wire_density.png
Bar = 50 um. 35 x 35 tiles, from black (low) to pale yellow (high), scaled to the fullest tile. Values are wire area over tile area, all layers added.
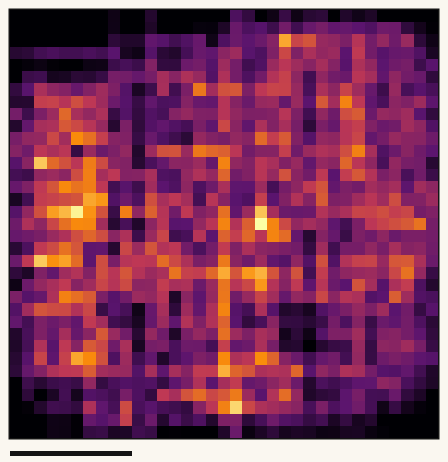
zoom.png
Bar = 20 um. Window x 19 to 69, y 19 to 69 um. Cells in gray, sequential cells in the stronger gray; small squares are vias.
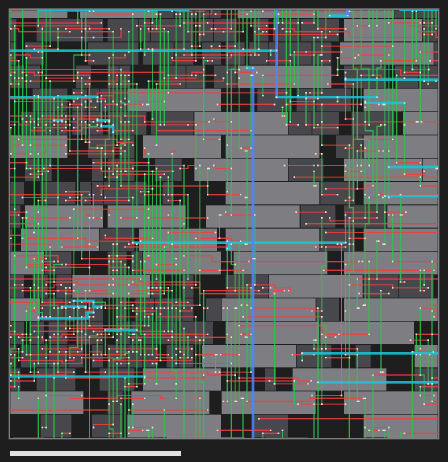
==> config.mk <==
export PLATFORM = sky130hd
export DESIGN_NAME = fetch_unit
export DESIGN_NICKNAME = d
export VERILOG_FILES = /design/src/rtl/fetch_unit.sv
export SDC_FILE = /design/constraint.sdc
export NUM_CORES = 1
export LEC_CHECK = 0
export CORE_MARGIN = 2
export CORE_UTILIZATION = 64
export CTS_BUF_LIST = sky130_fd_sc_hd__clkbuf_8
export DETAILED_ROUTE_END_ITERATION = 10
export PLACE_DENSITY = 0.87
export RECOVER_POWER = 25
export SLEW_MARGIN = 30
export SYNTH_ARGS = -nofsm -noshare
export SYNTH_HDL_FRONTEND = slang
export SYNTH_SLANG_ARGS = --single-unit
==> constraint.sdc <==
create_clock -name clk -period 5.1 [get_ports clk]
set_input_delay 1.02 -clock clk [delete_from_list [all_inputs] [get_ports clk]]
set_output_delay 1.02 -clock clk [all_outputs]
set_load 0.1 [all_outputs]
==> flow_metrics.tcl <==
# flow metrics
set metrics [dict create \
    critPathCaptureType "register" \
    hp-class "reg -> reg" \
    yosys_area_mm2 0.0189 \
    postCtsHoldBufs 0 \
    worst_pin_slew_ns 2.36 \
    pg_comb_mw 6.39 \
    setup_ws_ns 0.920 \
    critPathBufInv 4 \
    wl_met3_mm 3.40 \
    ctsHtreeMaxLevel 3 \
    reg2reg_depth 14 \
    netSwitchingFraction_pct 43.8 \
    dr.pass1.iters 7 \
    num-nets-final 1392 \
    crit_path_top_delay_cell "clkdlybuf4s50_1" \
    power_density_mw_per_mm2 666 \
    rows 62 \
    fp_util_pct 65.5 \
    rrSetupSlack_ns 1.36 \
    comb_cells 572 \
    grt_pass1_vias 11500 \
    worst_hold_slack_ns 0.488 \
    topCellsByArea "edfxtp_1, dfrtp_1, mux4_2" \
    slew_viol_final 83 \
    pwr-share-seq_pct 37.6 \
    grt_pass1_wl_mm 63.1 \
    ctsResizeCount 0 \
    die_x_um 176 \
    synthesis.nets 1202 \
    fin_crit_sh_pct 82.0 \
    drc 0 \
    cp.arrival_ns 4.68 \
    syn_avg_cell_area_um2 16.8 \
    finalHoldViolCount 0 \
    power_switching_mw 6.48 \
    drt_iter0_markers 961 \
    synth-edff-count 320 \
    portBuffers 165 \
    status "complete, but fails checks" \
    ys_types 69 \
    critPathMaxStageDelay_ns 0.71 \
    post_cts_buffers 0 \
    critPathKind "in -> reg" \
    min_period_ns 4.18 \
    antenna_found_initial 0 \
    ys_sh_xor_pct 0.814 \
    clock_area_share_pct 6.08 \
    largest_reg_flops 256 \
    seq_cell_power_mw 5.57 \
    power.internal_mw 8.33 \
    largest_area_cell "edfxtp_1" \
    wl_met2_mm 19.8 \
    die_h_um 176 \
    adder_share_pct 0.702 \
    dp_cells 1621 \
    gp_congestion 0.808 \
    top_power_group "combinational logic" \
    lay_top_count "edfxtp_1" \
    fmax_mhz 239 \
    crit_cells 13 \
    inverters 15 \
    maxCapViolCount 1 \
    pre_cts_ws_ns 0.276 \
    num_io_pins 168 \
    grt_use_met1_pct 36.9 \
    syn-instance-count 1122 \
    cts_buffers 73 \
    postLayoutCoreUtil_pct 77.1 \
    leakage_nw 8.00 \
    taps 384 \
    ys_seq_share_pct 69.6 \
    startpoint_type "primary input" \
    detail-route-antenna-nets 0 \
    vias_per_cell 6.38 \
    power_frac_comb_pct 43.1 \
    path_max_fanout 45 \
    synth_top_area_share_pct 50.8 \
    p_clk_mw 2.86 \
    seq_area_share_pct 59.2 \
    clkPwrFrac_pct 19.3 \
    buffers 188 \
    placed_area_mm2 0.0209 \
    dieArea_mm2 0.0309 \
    cts_tree "built" \
    simple_gate_share_pct 7.38 \
    final_cell_mix "edfxtp_1, dfrtp_1, clkdlybuf4s50_1" \
    cts_root_buf "clkbuf_8" \
    syn_area_mm2 0.0189 \
    async_reset_ff_share_pct 30.7 \
    place_hpwl_mm 23.6 \
    logic_family "multiplexers" \
    grt-busiest-layer "met2" \
    dr.max_layer_used "met4" \
    violations "capacitance limit, slew limit" \
    yosys-top-cells-count "edfxtp_1, dfrtp_1, a221o_1, mux4_2, mux2_2" \
    min_path_cells 0 \
    relSlewSlack_pct -57.3 \
    gr-total-overflow 0 \
    setup_viol 0 \
    nFillCells 1592 \
    aoi_share_pct 7.23 \
    combGateArea_mm2 0.00533 \
    cp_cell_sequence "clkdlybuf4s50_1, nand2_1, nor2_1, inv_1, ha_1, inv_1, ha_1, fa_1, nor2_1, a21o_2, a21oi_4, buf_12, a221o_1" \
]
## Picture notes: wire_density.png
mean over tiles	0.21
nearly empty tiles	6.9%
fullest tile	0.65
tiles over half the peak	17%
gr usage total: 26.4%
Via Count: 11200
routed wire length: 40.1 mm

## Picture notes: zoom.png
layer	color
met3	cyan
met1	red
met2	green
met4	blue
cells with their middle in the window	156
sequential cells in the window	40
most frequent	edfxtp_1 (27), mux2_2 (16), dfrtp_1 (13)

Power and IR drop assume default switching activity.
